## config.mk

```make
export PLATFORM = sky130hd
export DESIGN_NAME = alu_sequencer_flat
export DESIGN_NICKNAME = d
export VERILOG_FILES = /design/src/rtl/alu_sequencer_if.sv /design/src/rtl/alu_sequencer.sv /design/src/flat_wrapper.sv
export SDC_FILE = /design/constraint.sdc
export NUM_CORES = 1
export LEC_CHECK = 0
export CORE_UTILIZATION = 25
export DETAILED_ROUTE_END_ITERATION = 16
export HOLD_SLACK_MARGIN = 0.02
export PLACE_DENSITY = 0.6
export SLEW_MARGIN = 20
export SYNTH_ARGS = -nofsm -noshare
export SYNTH_HDL_FRONTEND = slang
export SYNTH_SLANG_ARGS = --single-unit
```

## constraint.sdc

```tcl
create_clock -name clk -period 4.25 [get_ports clk]
set_clock_uncertainty 0.05 [all_clocks]
set_input_delay 0.85 -clock clk [delete_from_list [all_inputs] [get_ports clk]]
set_output_delay 0.85 -clock clk [all_outputs]
set_load 0.01 [all_outputs]
```

## src/rtl/alu_sequencer_if.sv

```systemverilog
// alu_sequencer_if
//   Request/response handshake bundle between a requester and the ALU
//   sequencer.
//   req_valid/req_ready  : request handshake; req_op/req_a/req_b carry the
//                          opcode and operands.
//   rsp_valid/rsp_ready  : response handshake; rsp_result plus the
//                          zero/carry/sign/err flags carry the outcome.
//   modport master : requester side (drives req_*, rsp_ready)
//   modport slave  : sequencer side (drives req_ready, rsp_*)
interface alu_sequencer_if;
  logic        req_valid;
  logic        req_ready;
  logic [2:0]  req_op;
  logic [15:0] req_a;
  logic [15:0] req_b;

  logic        rsp_valid;
  logic        rsp_ready;
  logic [15:0] rsp_result;
  logic        rsp_zero;
  logic        rsp_carry;
  logic        rsp_sign;
  logic        rsp_err;

  modport master (
    output req_valid, req_op, req_a, req_b, rsp_ready,
    input  req_ready, rsp_valid, rsp_result, rsp_zero, rsp_carry, rsp_sign, rsp_err
  );

  modport slave (
    input  req_valid, req_op, req_a, req_b, rsp_ready,
    output req_ready, rsp_valid, rsp_result, rsp_zero, rsp_carry, rsp_sign, rsp_err
  );
endinterface

```

## src/rtl/alu_sequencer.sv

```systemverilog
// alu_sequencer
//   Accepts one ALU request at a time, drives operands to an external
//   multi-cycle ALU for an opcode-dependent number of cycles, captures the
//   ALU result and flags, and presents them on a response handshake.
//   Divide/modulo by zero and undefined opcodes are answered directly with
//   an error response without ever enabling the ALU.
//   Ports:
//     clk, rst_n   : clock, asynchronous active-low reset
//     flush        : synchronous abort of any in-flight operation
//     bus          : request/response handshake (slave side)
//     alu_tmp1/alu_tmp2/alu_op/alu_enable : operands, opcode, enable to ALU
//     alu_result/alu_zero/alu_carry/alu_sign : ALU outputs
//     busy         : high whenever the sequencer is not idle
module alu_sequencer #(
  parameter int unsigned MUL_WAIT = 2,
  parameter int unsigned DIV_WAIT = 4
) (
  input  logic        clk,
  input  logic        rst_n,
  input  logic        flush,
  alu_sequencer_if.slave bus,
  output logic [15:0] alu_tmp1,
  output logic [15:0] alu_tmp2,
  output logic [2:0]  alu_op,
  output logic        alu_enable,
  input  logic [15:0] alu_result,
  input  logic        alu_zero,
  input  logic        alu_carry,
  input  logic        alu_sign,
  output logic        busy
);

  typedef enum logic [1:0] {IDLE, EXEC, RESP} state_t;

  // Counter is loaded with W-1 so that EXEC lasts exactly W cycles.
  localparam logic [3:0] MUL_LOAD = 4'(MUL_WAIT - 1);
  localparam logic [3:0] DIV_LOAD = 4'(DIV_WAIT - 1);

  state_t      state_reg, state_next;
  logic [3:0]  cnt_reg;
  logic [15:0] tmp1_reg, tmp2_reg;
  logic [2:0]  op_reg;
  logic [15:0] rsp_result_reg;
  logic        rsp_zero_reg, rsp_carry_reg, rsp_sign_reg, rsp_err_reg;

  logic        accept;
  logic        illegal;
  logic [3:0]  load_cnt;

  assign accept = (state_reg == IDLE) && bus.req_valid && !flush;

  // Requests that can never produce a valid ALU result bypass EXEC.
  assign illegal = (bus.req_op > 3'd4) ||
                   (((bus.req_op == 3'd3) || (bus.req_op == 3'd4)) && (bus.req_b == 16'h0000));

  always_comb begin
    load_cnt = 4'd0;
    case (bus.req_op)
      3'd2:    load_cnt = MUL_LOAD;
      3'd3,
      3'd4:    load_cnt = DIV_LOAD;
      default: load_cnt = 4'd0;
    endcase
  end

  // State register
  always_ff @(posedge clk or negedge rst_n) begin
    if (!rst_n) state_reg <= IDLE;
    else        state_reg <= state_next;
  end

  // Next-state logic; flush wins over everything else.
  always_comb begin
    state_next = state_reg;
    if (flush) begin
      state_next = IDLE;
    end else begin
      case (state_reg)
        IDLE: if (bus.req_valid) state_next = illegal ? RESP : EXEC;
        EXEC: if (cnt_reg == 4'd0) state_next = RESP;
        RESP: if (bus.rsp_ready) state_next = IDLE;
        default: state_next = IDLE;
      endcase
    end
  end

  // Output decode
  always_comb begin
    bus.req_ready = (state_reg == IDLE);
    bus.rsp_valid = (state_reg == RESP);
    alu_enable    = (state_reg == EXEC);
    busy          = (state_reg != IDLE);
  end

  // Datapath: operand latch, wait counter, response capture.
  always_ff @(posedge clk or negedge rst_n) begin
    if (!rst_n) begin
      cnt_reg        <= 4'd0;
      tmp1_reg       <= 16'h0000;
      tmp2_reg       <= 16'h0000;
      op_reg         <= 3'b000;
      rsp_result_reg <= 16'h0000;
      rsp_zero_reg   <= 1'b0;
      rsp_carry_reg  <= 1'b0;
      rsp_sign_reg   <= 1'b0;
      rsp_err_reg    <= 1'b0;
    end else if (accept) begin
      tmp1_reg <= bus.req_a;
      tmp2_reg <= bus.req_b;
      op_reg   <= bus.req_op;
      cnt_reg  <= illegal ? 4'd0 : load_cnt;
      if (illegal) begin
        rsp_result_reg <= 16'h0000;
        rsp_zero_reg   <= 1'b1;
        rsp_carry_reg  <= 1'b0;
        rsp_sign_reg   <= 1'b0;
        rsp_err_reg    <= 1'b1;
      end
    end else if (flush) begin
      // Abandoned operations leave the previous response untouched.
      cnt_reg <= 4'd0;
    end else if (state_reg == EXEC) begin
      if (cnt_reg == 4'd0) begin
        rsp_result_reg <= alu_result;
        rsp_zero_reg   <= alu_zero;
        rsp_carry_reg  <= alu_carry;
        rsp_sign_reg   <= alu_sign;
        rsp_err_reg    <= 1'b0;
      end else begin
        cnt_reg <= cnt_reg - 4'd1;
      end
    end
  end

  assign alu_tmp1       = tmp1_reg;
  assign alu_tmp2       = tmp2_reg;
  assign alu_op         = op_reg;
  assign bus.rsp_result = rsp_result_reg;
  assign bus.rsp_zero   = rsp_zero_reg;
  assign bus.rsp_carry  = rsp_carry_reg;
  assign bus.rsp_sign   = rsp_sign_reg;
  assign bus.rsp_err    = rsp_err_reg;

endmodule

```

## src/flat_wrapper.sv

```systemverilog
// flat-port wrapper written by rule: the top's interface ports become plain ports
module alu_sequencer_flat 
#(
  parameter int unsigned MUL_WAIT = 2,
  parameter int unsigned DIV_WAIT = 4
)
  (clk, rst_n, flush, alu_tmp1, alu_tmp2, alu_op, alu_enable, alu_result, alu_zero, alu_carry, alu_sign, busy, bus_req_valid, bus_req_op, bus_req_a, bus_req_b, bus_rsp_ready, bus_req_ready, bus_rsp_valid, bus_rsp_result, bus_rsp_zero, bus_rsp_carry, bus_rsp_sign, bus_rsp_err);
  alu_sequencer_if bus_i ();
  input  logic clk;
  input  logic rst_n;
  input  logic flush;
  output logic [15:0] alu_tmp1;
  output logic [15:0] alu_tmp2;
  output logic [2:0] alu_op;
  output logic alu_enable;
  input  logic [15:0] alu_result;
  input  logic alu_zero;
  input  logic alu_carry;
  input  logic alu_sign;
  output logic busy;
  input wire logic [$bits(bus_i.req_valid)-1:0] bus_req_valid;
  input wire logic [$bits(bus_i.req_op)-1:0] bus_req_op;
  input wire logic [$bits(bus_i.req_a)-1:0] bus_req_a;
  input wire logic [$bits(bus_i.req_b)-1:0] bus_req_b;
  input wire logic [$bits(bus_i.rsp_ready)-1:0] bus_rsp_ready;
  output wire logic [$bits(bus_i.req_ready)-1:0] bus_req_ready;
  output wire logic [$bits(bus_i.rsp_valid)-1:0] bus_rsp_valid;
  output wire logic [$bits(bus_i.rsp_result)-1:0] bus_rsp_result;
  output wire logic [$bits(bus_i.rsp_zero)-1:0] bus_rsp_zero;
  output wire logic [$bits(bus_i.rsp_carry)-1:0] bus_rsp_carry;
  output wire logic [$bits(bus_i.rsp_sign)-1:0] bus_rsp_sign;
  output wire logic [$bits(bus_i.rsp_err)-1:0] bus_rsp_err;
  assign bus_i.req_valid = bus_req_valid;
  assign bus_i.req_op = bus_req_op;
  assign bus_i.req_a = bus_req_a;
  assign bus_i.req_b = bus_req_b;
  assign bus_i.rsp_ready = bus_rsp_ready;
  assign bus_req_ready = bus_i.req_ready;
  assign bus_rsp_valid = bus_i.rsp_valid;
  assign bus_rsp_result = bus_i.rsp_result;
  assign bus_rsp_zero = bus_i.rsp_zero;
  assign bus_rsp_carry = bus_i.rsp_carry;
  assign bus_rsp_sign = bus_i.rsp_sign;
  assign bus_rsp_err = bus_i.rsp_err;
  alu_sequencer #(.MUL_WAIT(MUL_WAIT), .DIV_WAIT(DIV_WAIT)) u_core (.clk(clk), .rst_n(rst_n), .flush(flush), .bus(bus_i), .alu_tmp1(alu_tmp1), .alu_tmp2(alu_tmp2), .alu_op(alu_op), .alu_enable(alu_enable), .alu_result(alu_result), .alu_zero(alu_zero), .alu_carry(alu_carry), .alu_sign(alu_sign), .busy(busy));
endmodule
```

==> design notes <==
With the proportion of netlist area held by the largest area contributor at 0.603, the global-route wire length before repair is 9.88 mm. The run gives 0.248 mV for the peak ir drop on the vdd network. The run gives 0.927 ns for the worst-margin pin slew.

The horizontal die dimension reported for this design is 103 um. The commonest cells after synthesis are dfrtp_1, mux2_1, a22o_1. Setup repair after global routing left no endpoint under its margin. The height of the chip was 103 um.

The most used flip-flop cell after synthesis is dfrtp_1. The run finished with clean final reports. The combinational fraction of design power was 0.336. Grouping stages by cell kind, the critical path spends the most delay in buffers and inverters. The signal on the critical path passes through clkdlybuf4s50_1, nor4b_4, buf_4, o21ai_1, a211oi_1, o32a_1. The shortest period the worst path allows works out to 2.78 ns. The clock share of power was 0.241.

For the worst-skew pair, the clock arrives at the later sink with an insertion delay of 0.32 ns. The number of warnings printed during yosys synthesis is 0, and the fraction of final layout cells sized beyond drive strength 1 is 0.128. The final report lists the setup-violating endpoint count as 0.

The H-tree generated during clock tree synthesis spans 3 levels. With the total of hold buffers inserted after clock tree synthesis at 0, the residual antenna-violating net count after detailed routing is 0. Entering global routing, the biggest net connects 42 pins. In the final timing run, aggregate negative setup slack is 0 ns. The tools report the post-layout net count as 360. The run gives 9 as the number of buffers inserted during clock tree synthesis. For reference, the top cells by area after synthesis are dfrtp_1, mux2_1, mux2_2, a22o_1, nor4_1.

Sorting the Yosys area breakdown by cell type puts at the top dfrtp_1. In the final report, the number of pins over their slew limit comes to 0. Per the OpenROAD power report, leakage power amounts to 1.67 nW.

The core box area is 9770 sq um, and the count of placed standard cells including taps is 421. The overall power after layout is 1.90 mW, and the number of buffers and inverters on the critical path is 2. For the power share of the sequential group, the log shows 0.423. Across all hold checks on the routed design, the worst slack comes to 0.440 ns. The portion of the post-synthesis area used by sequential elements came out at 0.603.

With the chip area at 10500 sq um, the clock sink count is 61. The tools report the final hold violation count as 0. Looking at the post-CTS report, the setup buffer insertion count equals 0.

The share of synthesized registers carrying an async set or reset works out to 1.00. Among all stages on the critical path, the largest delay is contributed by nor4b_4. For this design, Yosys synthesis ends with a cell count of 177. STA classifies the critical path startpoint as an input pin. The stat command in Yosys gives a chip area of 2530 sq um. Per the synth log, the flip-flop and latch total comes to 61.

The first routing iteration left 53 violations. With the number of nets in the synthesized netlist at 238, the final-layout fill cell count is 978. The relative slew slack was 0.382; the delay of the slowest cell on the worst path was 0.59 ns. The post-route DRC violation count is 0. The final report lists a non-filler cell total of 437. Maximum fanout along the worst path: 33.

Detailed placement finished with a half-perimeter wire length of 4.50 mm. The repair_antennas step left the layout with diodes totalling 0. Per the detail_route report, routed wire per instance is 14.2 um.

STA classifies the critical path endpoint as a flip-flop. The logs give 0.763 for the global placement routability congestion and 2.99 ns for the data arrival time at the worst-slack endpoint. The gate-level netlist out of Yosys references 34 unique cell types.

Buffer type at the clock tree root: clkbuf_8. According to the timing report, the data required time at the worst endpoint equals 4.47 ns. The ratio of final minimum period to clock period works out to 0.653. The report lists the number of cells resized after CTS as 0.

118 I/O pins were placed. The timing-limited maximum frequency came out at 0.360 GHz.
[cell families after synthesis]
| kind of cell | count (synthesis) | synth area share |
|---|---|---|
| flops | 61 | 0.603 |
| buf+inv | 15 | 0.0356 |
| compound gates | 34 | 0.114 |
| xor+xnor | 2 | 0.00692 |
| simple gates | 28 | 0.0746 |
| mux | 35 | 0.156 |
| fa+ha+maj | 2 | 0.00988 |
[path summary, 6_finish.rpt]
kind,start,end,slack [ns],depth (start not counted)
setup reg to reg,u_core.cnt_reg[0],u_core.bus.rsp_result[5],1.89,7
min in group asynchronous,rst_n,u_core.cnt_reg[2],0.62,1
hold reg to reg,u_core.alu_tmp1[14],u_core.alu_tmp1[14],0.44,1
setup / recovery,flush,u_core.cnt_reg[0],1.47,6
hold / removal,u_core.alu_tmp1[14],u_core.alu_tmp1[14],0.44,1
max in group asynchronous,rst_n,u_core.alu_tmp2[0],2.70,2
[cell type report]
cell class	instances	area (sq um)	area share
timing repair buffer	120	1190	0.297
clock buffer	12	155	0.0388
inverter	6	22.5	0.00564
sequential	61	1530	0.382
multi-input combinational	101	915	0.229
clock inverter	4	22.5	0.00564
tap	133	166	0.0416
[per-layer routing]
metal / share of wire / routed length (um) / vias to the layer above / GRT usage
met3: 0.11 / 672 / 11 / 0.0651
met5: 0 / 0 / - / 0
met1: 0.40 / 2510 / 923 / 0.145
met4: 0.017 / 103 / 0 / 0.0363
met2: 0.47 / 2930 / 76 / 0.197
li1: - / - / 894 / -
[metrics by stage]
| stage | setup WS (ns) | area [sq um] | utilization |
|---|---|---|---|
| after detailed placement | 1.08 | 3820 | 0.391 |
| after global routing | 1.33 | 4000 | 0.409 |
| final | 1.47 | 4000 | 0.409 |
| after global placement | 1.16 | 3820 | 0.391 |
| after CTS | 1.44 | 4000 | 0.409 |
| after floorplan | 2.19 | 2530 | - |
[power by group through the flow]
stage	Sequential [mW]	Combinational, mW	Clock, mW
floorplan	0.875	0.179	0
global placement	0.811	0.642	0
detailed placement	0.813	0.647	0
CTS	0.806	0.650	0.487
global route	0.822	0.689	0.510
finish	0.804	0.639	0.459
[worst register-to-register path: stages (launching register included)]
cell and delay [ns]:
dfrtp_1 0.39, inv_1 0.08, ha_1 0.19, or3b_1 0.25, nor3_2 0.05, buf_4 0.21, a311oi_4 0.82, a22o_1 0.26
[cells in the final DEF, fill, tap and decap left out, types with 2 or more instances in the layout]
cell type | netlist | routed
xor2_1 | 2 | 2
dfrtp_1 | 61 | 61
a21oi_1 | 4 | 4
mux2_2 | 16 | 16
nor4_1 | 6 | 6
clkinv_2 | 0 | 3
buf_4 | 4 | 3
ha_1 | 2 | 2
and2b_1 | 2 | 2
a22o_1 | 18 | 18
clkbuf_8 | 0 | 11
nor2_1 | 6 | 6
a211oi_1 | 3 | 3
o32a_1 | 2 | 2
nand3_1 | 3 | 3
clkdlybuf4s50_1 | 0 | 116
inv_1 | 6 | 6
mux2_1 | 19 | 19
o21a_1 | 2 | 2
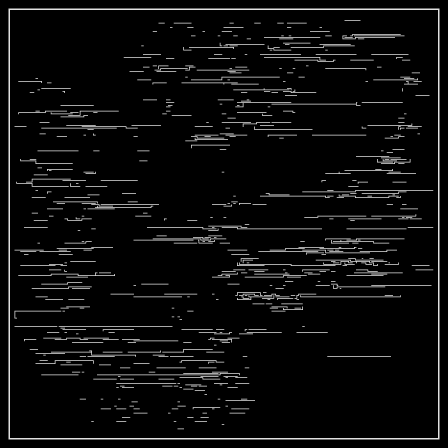
**Above:** M1 wires.
share of all routed wire: 40%
longest straight run: 29.4 um
nets with wire on the layer: 292
Vias: 1904
drt total wl: 6.22 mm
GR met1 Demand/Resource: 0.145

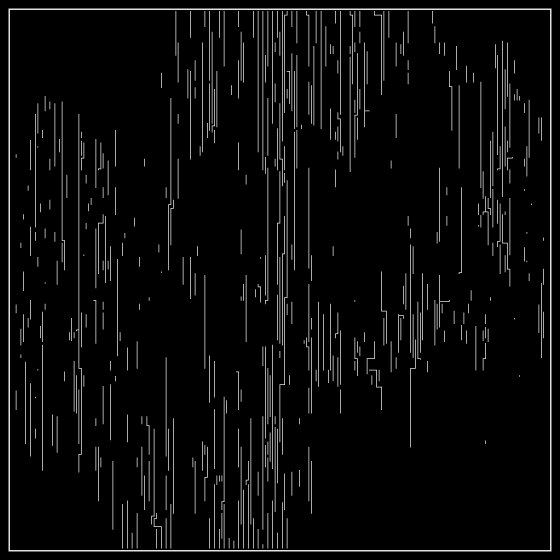
**Above:** metal 2.
share of all routed wire: 47%
longest straight run: 48.3 um
met2 global-route usage: 0.197

Power figures rest on the tool's default switching activity, not on a simulated workload.
